==> run_1/registers.png <==
Scale: 1 px per um. Other sequential cells in the stronger gray, the rest of the logic in the fainter gray.
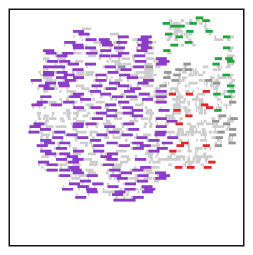
==> run_1/metal_stack.png <==
Scale: 1 px per um.
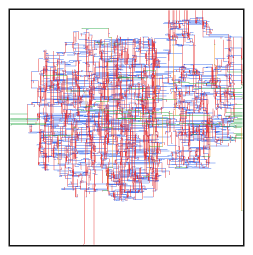
==> run_1/met3.png <==
Scale: 1 px per um.
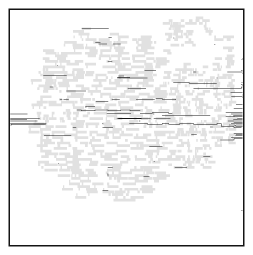
==> run_1/clock_map.png <==
Scale: 1.5 px per um.
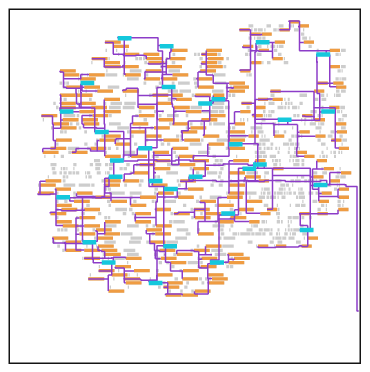
<file path="src/rtl/perceptron_pkg.sv">
// Shared types for the perceptron classifier: FSM states, accumulator sizing, class labels.
// Pure definitions; no latency or flow control.
package perceptron_pkg;

   typedef enum logic [1:0] {IDLE, ACCUM, DECIDE, HOLD} state_t;

   localparam int CIRCLE = 0;
   localparam int CROSS  = 1;

   // Enough headroom for every pixel hitting the most negative weight.
   function automatic int acc_width(input int w_bits, input int width);
      return w_bits + $clog2(width + 1);
   endfunction

endpackage

</file>
<file path="src/rtl/perceptron_mac_lane.sv">
// One class lane: weight register file plus signed accumulator, one pixel MAC per enabled cycle.
// Writes land in one cycle; clr has priority over en; no backpressure of its own.
module perceptron_mac_lane #(
   parameter int WIDTH  = 25,
   parameter int W_BITS = 3,
   parameter int ACC_W  = 8,
   parameter int IDX_W  = 5
) (
   input  logic                     clk,
   input  logic                     rst,
   input  logic                     wr_en_i,
   input  logic [IDX_W-1:0]         wr_idx_i,
   input  logic signed [W_BITS-1:0] wr_data_i,
   input  logic                     clr_i,
   input  logic                     en_i,
   input  logic [IDX_W-1:0]         pix_idx_i,
   input  logic                     pix_i,
   output logic signed [ACC_W-1:0]  acc_o
);

   logic signed [W_BITS-1:0] w_q [WIDTH];
   logic signed [W_BITS-1:0] w_sel;
   logic signed [ACC_W-1:0]  term;
   logic signed [ACC_W-1:0]  acc_q;
   logic signed [ACC_W-1:0]  acc_d;

   always_comb begin
      w_sel = w_q[pix_idx_i];
      term  = pix_i ? {{(ACC_W-W_BITS){w_sel[W_BITS-1]}}, w_sel} : '0;
      acc_d = acc_q + term;
   end

   always_ff @(posedge clk) begin
      if (rst) begin
         for (int i = 0; i < WIDTH; i++) w_q[i] <= '0;
         acc_q <= '0;
      end else begin
         if (wr_en_i && (32'(wr_idx_i) < WIDTH)) w_q[wr_idx_i] <= wr_data_i;
         if (clr_i)     acc_q <= '0;
         else if (en_i) acc_q <= acc_d;
      end
   end

   assign acc_o = acc_q;

endmodule

</file>
<file path="src/rtl/perceptron_multiclass.sv">
// Bit-serial multi-class perceptron: accept image, MAC one pixel/cycle in all lanes, arg-max, hold result.
// out_valid rises WIDTH+1 edges after accept; in_ready low until the result is taken via out_ready.
module perceptron_multiclass
   import perceptron_pkg::*;
#(
   parameter int WIDTH   = 25,
   parameter int N_CLASS = 2,
   parameter int W_BITS  = 3,
   parameter int THRESH  = 4,
   localparam int ACC_W  = acc_width(W_BITS, WIDTH),
   localparam int CLS_W  = (N_CLASS > 1) ? $clog2(N_CLASS) : 1,
   localparam int IDX_W  = (WIDTH > 1) ? $clog2(WIDTH) : 1
) (
   input  logic                     clk,
   input  logic                     rst,
   input  logic [WIDTH-1:0]         in,
   input  logic                     in_valid,
   output logic                     in_ready,
   input  logic                     wr_en,
   input  logic [CLS_W-1:0]         wr_class,
   input  logic [IDX_W-1:0]         wr_idx,
   input  logic signed [W_BITS-1:0] wr_data,
   output logic                     out_valid,
   input  logic                     out_ready,
   output logic [CLS_W-1:0]         out_class,
   output logic signed [ACC_W-1:0]  out_score,
   output logic                     out_hit
);

   state_t                  state_q;
   logic [IDX_W-1:0]        cnt_q;
   logic [WIDTH-1:0]        in_sr_q;
   logic                    out_valid_q;
   logic [CLS_W-1:0]        out_class_q;
   logic signed [ACC_W-1:0] out_score_q;
   logic                    out_hit_q;

   logic                    accept;
   logic                    wr_ok;
   logic signed [ACC_W-1:0] acc [N_CLASS];
   logic [CLS_W-1:0]        win_d;
   logic signed [ACC_W-1:0] score_d;

   assign accept = (state_q == IDLE) && in_valid;
   assign wr_ok  = (state_q == IDLE) && wr_en;

   for (genvar c = 0; c < N_CLASS; c++) begin : g_lane
      perceptron_mac_lane #(
         .WIDTH (WIDTH),
         .W_BITS(W_BITS),
         .ACC_W (ACC_W),
         .IDX_W (IDX_W)
      ) u_lane (
         .clk      (clk),
         .rst      (rst),
         .wr_en_i  (wr_ok && (wr_class == CLS_W'(c))),
         .wr_idx_i (wr_idx),
         .wr_data_i(wr_data),
         .clr_i    (accept),
         .en_i     (state_q == ACCUM),
         .pix_idx_i(cnt_q),
         .pix_i    (in_sr_q[0]),
         .acc_o    (acc[c])
      );
   end

   // Strict greater-than keeps the lowest index on ties.
   always_comb begin
      win_d   = '0;
      score_d = acc[0];
      for (int c = 1; c < N_CLASS; c++) begin
         if (acc[c] > score_d) begin
            win_d   = CLS_W'(c);
            score_d = acc[c];
         end
      end
   end

   always_ff @(posedge clk) begin
      if (rst) begin
         state_q     <= IDLE;
         cnt_q       <= '0;
         in_sr_q     <= '0;
         out_valid_q <= 1'b0;
         out_class_q <= '0;
         out_score_q <= '0;
         out_hit_q   <= 1'b0;
      end else begin
         case (state_q)
            IDLE: begin
               if (in_valid) begin
                  in_sr_q <= in;
                  cnt_q   <= '0;
                  state_q <= ACCUM;
               end
            end
            ACCUM: begin
               in_sr_q <= in_sr_q >> 1;
               cnt_q   <= cnt_q + 1'b1;
               if (cnt_q == IDX_W'(WIDTH - 1)) state_q <= DECIDE;
            end
            DECIDE: begin
               out_class_q <= win_d;
               out_score_q <= score_d;
               out_hit_q   <= (score_d >= ACC_W'(THRESH));
               out_valid_q <= 1'b1;
               state_q     <= HOLD;
            end
            HOLD: begin
               if (out_ready) begin
                  out_valid_q <= 1'b0;
                  state_q     <= IDLE;
               end
            end
            default: state_q <= IDLE;
         endcase
      end
   end

   assign in_ready  = (state_q == IDLE);
   assign out_valid = out_valid_q;
   assign out_class = out_class_q;
   assign out_score = out_score_q;
   assign out_hit   = out_hit_q;

endmodule

</file>
<file path="config.mk">
export PLATFORM = sky130hd
export DESIGN_NAME = perceptron_multiclass
export DESIGN_NICKNAME = d
export VERILOG_FILES = /design/src/rtl/perceptron_pkg.sv /design/src/rtl/perceptron_mac_lane.sv /design/src/rtl/perceptron_multiclass.sv
export SDC_FILE = /design/constraint.sdc
export NUM_CORES = 1
export LEC_CHECK = 0
export ABC_AREA = 0
export CORE_AREA = 5 5 228 230
export DETAILED_ROUTE_END_ITERATION = 16
export DIE_AREA = 0 0 233 235
export DONT_BUFFER_PORTS = 1
export PLACE_DENSITY = 0.45
export SLEW_MARGIN = 0
export SYNTH_ARGS = -nofsm -noshare
export SYNTH_HDL_FRONTEND = slang
export SYNTH_SLANG_ARGS = --single-unit
</file>
<file path="constraint.sdc">
create_clock -name clk -period 5.2 [get_ports clk]
set_clock_uncertainty 0.2 [all_clocks]
set_input_delay 1.04 -clock clk [delete_from_list [all_inputs] [get_ports clk]]
set_output_delay 1.04 -clock clk [all_outputs]
set_load 0.02 [all_outputs]
</file>
==> changes_impl.md, run 1 <==
## Implementation

- R2R Setup Slk: 0.96 ns
- ClkCell Share: 6.70%
- Simple share: roughly an eighth
- Post-layout period usage of the worst path: ~82%
- Logic area: 5020 um^2
- Clock Buffer Count: 38
- IO Count: 51
- Final Max Slew Viols: 0
- Initial antenna violation count: 0
- Buffering overhead: around 1.2%
- Comb power frac: 21.5%
- Sequential Power Share: 43.9%
- Via/cell ratio: 4.54
- Status: complete, no violations
- Hold EP: in_sr_q[20]
- R2R cell count: 13
- Commonest flop: edfxtp_1
- Syn Inst Count: approximately 940
- P_comb: 0.00127 W
- CP endpoint: g_lane[0].u_lane.acc_o[6]
- Crit Path Category: flop to flop
- Flop Count: ~260
- TritonCTS clock tree: yes
- Seq/total area: 50.0%
- Tap Count: approximately 670
- Post-CTS Setup Inserts: 0
- Worst setup EP type: flop
- Worst-path cell chain: buf_4, mux4_2, mux4_2, mux2i_1, nor2_1, ha_1, fa_1, a21o_1, a21oi_1, o21bai_1, a21oi_1, xor2_1, o22ai_1
- Unrepaired setup endpoints after global routing: false
- Worst Hold Slack: 0.294 ns
- Antenna viol nets, final: 0
- Sw power: 0.00173 W
- Synth mux share: 14.1%
- Min cycle time layout: 4.24 ns
- Placer Congestion: 0.739
- Port Buffers: 0
- Leakage: 5.63 nW
- Met2 Use GR: roughly 17%
- Die Width: 233 um
- Post-synth EDFFs: 192
- Multi-In Gates: 613
- Largest net degree at the start of global routing: approximately 96
- Clock share of power: 34.6%
- Met1 Track Usage GR: between 10% and 20%
- Inverters: 20
Back to the opening pictures, registers.png:
legend:
  red:
    name_in_the_netlist: g_lane.u_lane.acc_o
    placed_flops: 16
    where: east
  green:
    name_in_the_netlist: in_sr_q
    placed_flops: 25
    where: north-east
  purple:
    name_in_the_netlist: g_lane.u_lane.w_q
    placed_flops: 192
not colored: 23

Back to the opening pictures, metal_stack.png:
legend:
  blue:
    layer: met1
    wire_length: 14400 um
  green:
    layer: met3
    wire_length: 1210 um
  red:
    layer: met2
    wire_length: 13400 um
  orange:
    layer: met4
    wire_length: 617 um
total track usage: 10.6%
via count: 7421
WL per Instance: 18.1 um
drt total wl: 29600 um

Back to the opening pictures, met3.png:
nets with wire on the layer: 53
longest straight run: 47.8 um
wire length on this layer: 1210 um
main direction: horizontal
share of all routed wire: 4.1%
met3 Resource Use GR: 2.11%

Back to the opening pictures, clock_map.png:
legend:
  purple:
    item: clock wires
    length: 3780 um
  orange:
    item: flip-flops
    count: 256
  cyan:
    item: cells driving clock nets
    count: 30
routed clock nets: 31

==> run 1: worst max-delay path, delay by kind of cell (launching register included) <==
family                     cells  cell delay (ns)
and+or+nand+nor                1             0.07
AOI/OAI and AO/OA              5             0.78
DFF                            1             0.68
muxes                          3             1.22
xor gates and xnor gates       1             0.17
adders and majority gates      2             0.63
buffers and inverters          1             0.31
==> run 1: cell usage after synthesis, types with 2 or more instances <==
| master | instances | area (um^2) |
|---|---|---|
| edfxtp_1 | 192 | 5770 |
| and3_1 | 145 | 907 |
| nor2_1 | 78 | 293 |
| clkbuf_1 | 76 | 285 |
| dfxtp_1 | 64 | 1280 |
| mux4_2 | 56 | 1260 |
| a21o_1 | 54 | 405 |
| mux2i_1 | 46 | 460 |
| a211oi_1 | 37 | 278 |
| ha_1 | 28 | 350 |
| inv_1 | 19 | 71.3 |
| a21oi_1 | 14 | 70.1 |
| o21ai_0 | 9 | 45.0 |
| a22oi_1 | 8 | 60.1 |
| buf_2 | 8 | 40.0 |
| nand3_1 | 8 | 40.0 |
| xnor2_1 | 8 | 70.1 |
| nor3_1 | 7 | 35.0 |
| nor3b_1 | 7 | 52.6 |
| xor2_1 | 7 | 61.3 |
| and2_1 | 6 | 37.5 |
| nand2b_1 | 6 | 37.5 |
| and3b_1 | 5 | 43.8 |
| nand2_1 | 5 | 18.8 |
| nand4_1 | 5 | 31.3 |
| nor2b_1 | 5 | 31.3 |
| buf_1 | 3 | 11.3 |
| buf_4 | 3 | 22.5 |
| nand3b_1 | 3 | 22.5 |
| nor4_1 | 3 | 18.8 |
| or2_2 | 3 | 18.8 |
| a41oi_1 | 2 | 17.5 |
| fa_1 | 2 | 40.0 |
| nand4b_1 | 2 | 17.5 |
| o21bai_1 | 2 | 15.0 |
| o22ai_1 | 2 | 12.5 |
--- run 2 (diff from run 1) ---
--- a/config.mk
+++ b/config.mk
@@ -10,7 +10,7 @@
 export DETAILED_ROUTE_END_ITERATION = 16
 export DIE_AREA = 0 0 233 235
 export DONT_BUFFER_PORTS = 1
-export PLACE_DENSITY = 0.45
+export PLACE_DENSITY = 0.46
 export SLEW_MARGIN = 0
 export SYNTH_ARGS = -nofsm -noshare
 export SYNTH_HDL_FRONTEND = slang
==> constraint.sdc (replaced) <==
create_clock -name clk -period 3.6 [get_ports clk]
set_clock_uncertainty 0.2 [all_clocks]
set_input_delay 0.72 -clock clk [delete_from_list [all_inputs] [get_ports clk]]
set_output_delay 0.72 -clock clk [all_outputs]
set_load 0.02 [all_outputs]
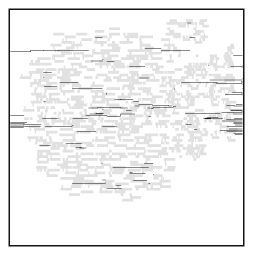
(run_2/met3.png)
Scale: 1 px per um.
main direction: horizontal
longest straight run: 36.3 um
nets with wire on the layer: 62
share of all routed wire: 4.4%
wire length on this layer: 1310 um

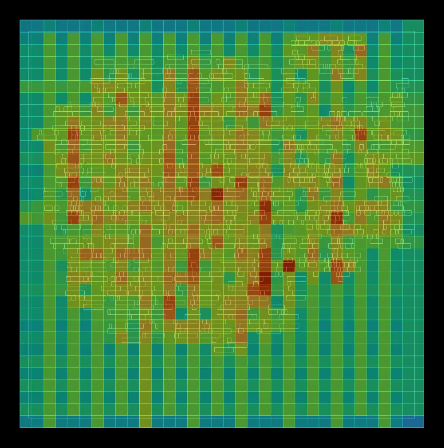
(run_2/final_congestion.png)
met3 Resource Use GR: 2.14%
met2 Use GR: 17.2%

==> changes_impl.md, run 2 <==
## Implementation

- Most common cell in the netlist: edfxtp_1
- TritonCTS clock tree: yes
- Clock Buffer Count: 35 (-7.9%)
- Logic area: 5060 um^2 (+0.85%)
- Via/cell ratio: 4.59 (+1.1%)
- Synth area leader: edfxtp_1
- Initial antenna violation count: 0 (unchanged)
- Status: finished with violations
- Leakage: 5.86 nW (+4.1%)
- WL per Instance: 17.9 um (-1.3%)
- Total track usage: 10.8% (+0.11 points)
- Failing checks: negative setup slack
- Via count: 7679 (+3.5%)
- Critical path's top delay family: multiplexers
- Tap Count: 672 (unchanged)
- Die Width: 233 um (unchanged)
- Buffering overhead: 3.84% (+2.6 points)
- Top cells, area: edfxtp_1 47%, dfxtp_1 10%, mux4_2 10%
- Placer Congestion: 0.738 (-0.16%)
- Met1 Track Usage GR: 15.3% (-0.15 points)
- Post-layout period usage of the worst path: 100% (+19 points)
- Commonest flop: edfxtp_1
- Final setup viols: 3
- Worst Hold Slack: 0.0639 ns (-0.231 ns)
- ClkCell Share: 6.49% (-0.21 points)
- Post-synth EDFFs: 192 (unchanged)
- Drt total wl: 29900 um (+0.97%)
- Area leader share: 46.8% (unchanged)
- Top cells by count: 192 x edfxtp_1, 145 x and3_1, 78 x nor2_1, 76 x clkbuf_1, 64 x dfxtp_1
- Unrepaired setup endpoints after global routing: true
- Syn Inst Count: 939 (unchanged)
- IO Count: 51 (unchanged)
- R2R Setup Slk: -0.02 ns (-0.98 ns)
- Worst-path cell chain: buf_12, buf_4, mux4_2, mux4_2, mux2i_1, nor2_1, ha_1, a21o_1, a211oi_2, buf_4, nor2_1, nor2_1, xnor2_1, mux2i_1, nor2_1
- Antenna viol nets, final: 0 (unchanged)
- Worst setup margin: -0.0164 ns
- Min cycle time layout: 3.62 ns (-0.624 ns)
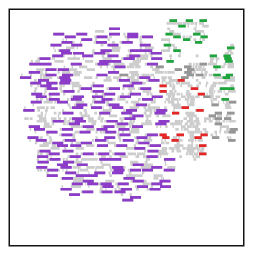
(run_2/registers.png)
Scale: 1 px per um. Other sequential cells in the stronger gray, the rest of the logic in the fainter gray.
legend:
  green:
    name_in_the_netlist: in_sr_q
    placed_flops: 25
    where: north-east
  red:
    name_in_the_netlist: g_lane.u_lane.acc_o
    placed_flops: 16
    where: east
  purple:
    name_in_the_netlist: g_lane.u_lane.w_q
    placed_flops: 192
not colored: 23
Seq. pwr: 0.00372 W
Final Core Density: 29.3%
FF+latch area: 7050 um^2
Seq/total area: 48.5%

==> run 2: cells by family (layout without fill, tap and decap cells) <==
group / count (synthesis) / count (layout) / share of synthesized area, %
AND-OR/OR-AND: 133 / 133 / 7.67
XOR/XNOR: 15 / 15 / 1.07
adder cells (fa/ha/maj): 30 / 30 / 3.17
buffers and inverters: 111 / 132 / 3.62
flip-flops: 256 / 256 / 57.2
multiplexers: 103 / 103 / 14.1
other: 1 / 42 / 0.0304
AND/OR/NAND/NOR: 290 / 290 / 13.2
==> run 2: timing repair <==
action	4_1_cts	5_1_grt
buffers inserted	4	4
endpoints found under the setup margin	7	8
resized	17	7
pin swaps	8	18
gates cloned	3	0
==> run 2: where the power goes <==
group          total [W]  switching [W]  internal, W  leakage (nW)
registers        0.00372       0.000232      0.00349          2.48
clock network    0.00293        0.00123      0.00171         0.469
logic            0.00203        0.00108     0.000943          2.91
total            0.00868        0.00254      0.00614          5.86
==> run 2: worst paths after layout <==
kind	to	depth (start not counted)
worst max register to register	g_lane[0].u_lane.acc_o[5]	15
worst min register to register	in_sr_q[6]	2
worst max-delay path	g_lane[0].u_lane.acc_o[5]	15
worst min-delay path	out_class	1
==> run 2: through the flow <==
stage | power (W) | area, um^2 | setup TNS [ns]
detailed placement | 0.00573 | 13400 | -0.592
floorplan | 0.00530 | 12500 | 0
finish | 0.00868 | 14500 | -0.0326
global route | 0.00916 | 14500 | -0.654
global placement | 0.00571 | 13400 | -0.400
CTS | 0.00884 | 14500 | -0.00126
==> run 2: layer usage <==
metal	share of wire, %	vias to the layer above
met5	0	-
met3	4.4	31
met4	1.7	0
met1	48	3863
li1	-	3638
met2	46	147
--- run 3 (diff from run 2) ---
--- a/config.mk
+++ b/config.mk
@@ -6,11 +6,12 @@
 export NUM_CORES = 1
 export LEC_CHECK = 0
 export ABC_AREA = 0
-export CORE_AREA = 5 5 228 230
+export CORE_AREA = 5 5 187 189
 export DETAILED_ROUTE_END_ITERATION = 16
-export DIE_AREA = 0 0 233 235
+export DIE_AREA = 0 0 192 194
 export DONT_BUFFER_PORTS = 1
-export PLACE_DENSITY = 0.46
+export PLACE_DENSITY = 0.6
+export RECOVER_POWER = 100
 export SLEW_MARGIN = 0
 export SYNTH_ARGS = -nofsm -noshare
 export SYNTH_HDL_FRONTEND = slang
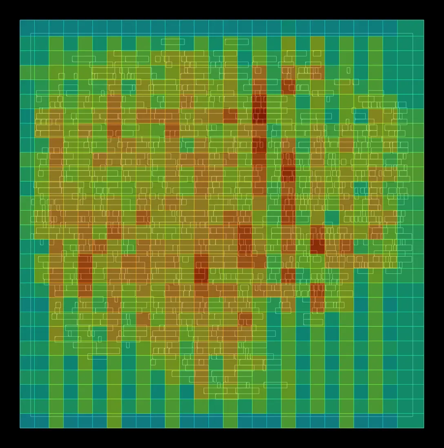
(run_3/final_congestion.png)
total track usage: 14.3%
met2 Use GR: 22.3%
layer with the highest usage: met2
WL per Instance: 19.0 um

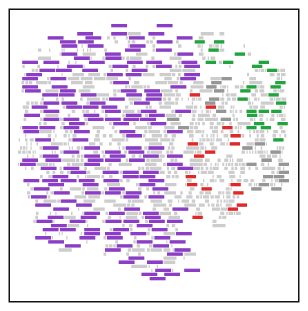
(run_3/registers.png)
Scale: 1.5 px per um. Other sequential cells in the stronger gray, the rest of the logic in the fainter gray.
Seq/total area: 49.4%
Seq. pwr: 0.00373 W
Final Core Density: 43.1%

==> changes_impl.md, run 3 <==
## Implementation

- Status: finished with violations
- Failing checks: negative setup slack
- Worst setup margin: -0.0181 ns (-0.00163 ns)
- Logic area: 5090 um^2 (+0.57%)
- Top cells by count: 192 x edfxtp_1, 145 x and3_1, 78 x nor2_1, 76 x clkbuf_1, 64 x dfxtp_1
- Final setup viols: 1 (-2)
- Antenna viol nets, final: 0 (unchanged)
- Switching Share: 29.1% (-0.18 points)
- Post-layout period usage of the worst path: 101% (about the same)
- Final Cell Area: 14300 um^2 (-1.7%)
- Met3 Resource Use GR: 2.54% (+0.40 points)
- Int Power: 0.00617 W (+0.58%)
- DP Area: 13100 um^2 (-2.5%)
- Synth area leader: edfxtp_1
- Worst-path cell chain: buf_12, clkbuf_16, mux4_2, mux4_2, mux2i_1, nor2_1, ha_2, fa_2, a21o_1, a21oi_2, o21bai_1, a21oi_2, xor2_1, o22ai_1
- Drt total wl: 27500 um (-8.0%)
- Worst r2r dst: g_lane[0].u_lane.acc_o[6]
- Placer Congestion: 0.772 (+4.6%)
- Syn Inst Count: 939 (unchanged)
- Highest-power group: sequential cells
- P_comb: 0.00206 W (about the same)
- Levels on crit path: 14 (-1)
- Routed wl met3: 1500 um (+14%)
- WL met2: 12700 um (-8.0%)
- Unrepaired setup endpoints after global routing: true
- Min cycle time layout: 3.62 ns (+0.00163 ns)
- Leakage: 5.83 nW (-0.67%)
- Area leader share: 46.8% (unchanged)
- TritonCTS clock tree: yes
- Sw power: 0.00254 W (-0.28%)
- TNS Setup: -0.0181 ns (+0.0146 ns)
- Initial antenna violation count: 0 (unchanged)
- R2R cell count: 14 (-1)
- Most common cell in the netlist: edfxtp_1
- CP endpoint: g_lane[0].u_lane.acc_o[6]
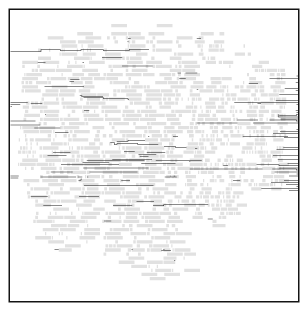
(run_3/met3.png)
Scale: 1.5 px per um.
main direction: horizontal
wire length on this layer: 1500 um
longest straight run: 48.1 um
share of all routed wire: 5.5%

[run 3: cell counts after synthesis]
Identical to the previous run, type by type.
[run 3: how the worst min path moves through the flow]
stage / startpoint / end / slack [ns] / depth (start not counted)
finish: rst / out_score[7] / 0.04 / 1
global route: rst / out_score[7] / 0.02 / 1
CTS: rst / out_score[4] / 0.02 / 1
detailed placement: in_sr_q[15] / in_sr_q[15] / 0.29 / 2
global placement: in_sr_q[1] / in_sr_q[1] / 0.28 / 2
floorplan: in_sr_q[10] / in_sr_q[10] / 0.28 / 2
[run 3: cells by family after synthesis]
logic type / Yosys count / synth area share [%]
buffers and inverters: 111 / 3.62
other: 1 / 0.0304
flip-flops: 256 / 57.2
adder cells (fa/ha/maj): 30 / 3.17
multiplexers: 103 / 14.1
XOR/XNOR: 15 / 1.07
AND-OR/OR-AND: 133 / 7.67
AND/OR/NAND/NOR: 290 / 13.2
[run 3: worst register-to-register path, cell delays in order (launching register included)]
cell	delay, ns
dfxtp_4	0.43
buf_12	0.13
clkbuf_16	0.13
mux4_2	0.49
mux4_2	0.50
mux2i_1	0.16
nor2_1	0.06
ha_2	0.19
fa_2	0.38
a21o_1	0.18
a21oi_2	0.14
o21bai_1	0.10
a21oi_2	0.16
xor2_1	0.15
o22ai_1	0.09
[run 3: timing repair]
action / in CTS / in global routing
endpoints found under the setup margin: 5 / 8
hold endpoints to repair: 0 / 0
cloned: 2 / 1
gates resized: 10 / 23
pin swaps: 3 / 23
setup buffers: 6 / 9
[run 3: area by class of cell]
type | count | share of cell area, %
tap | 448 | 3.93
timing repair buffer | 58 | 3.79
multi-input combinational | 613 | 35.7
clock inverter | 18 | 0.929
sequential | 256 | 49.4
inverter | 20 | 0.526
clock buffer | 36 | 5.78
Power figures rest on the tool's default switching activity, not on a simulated workload.
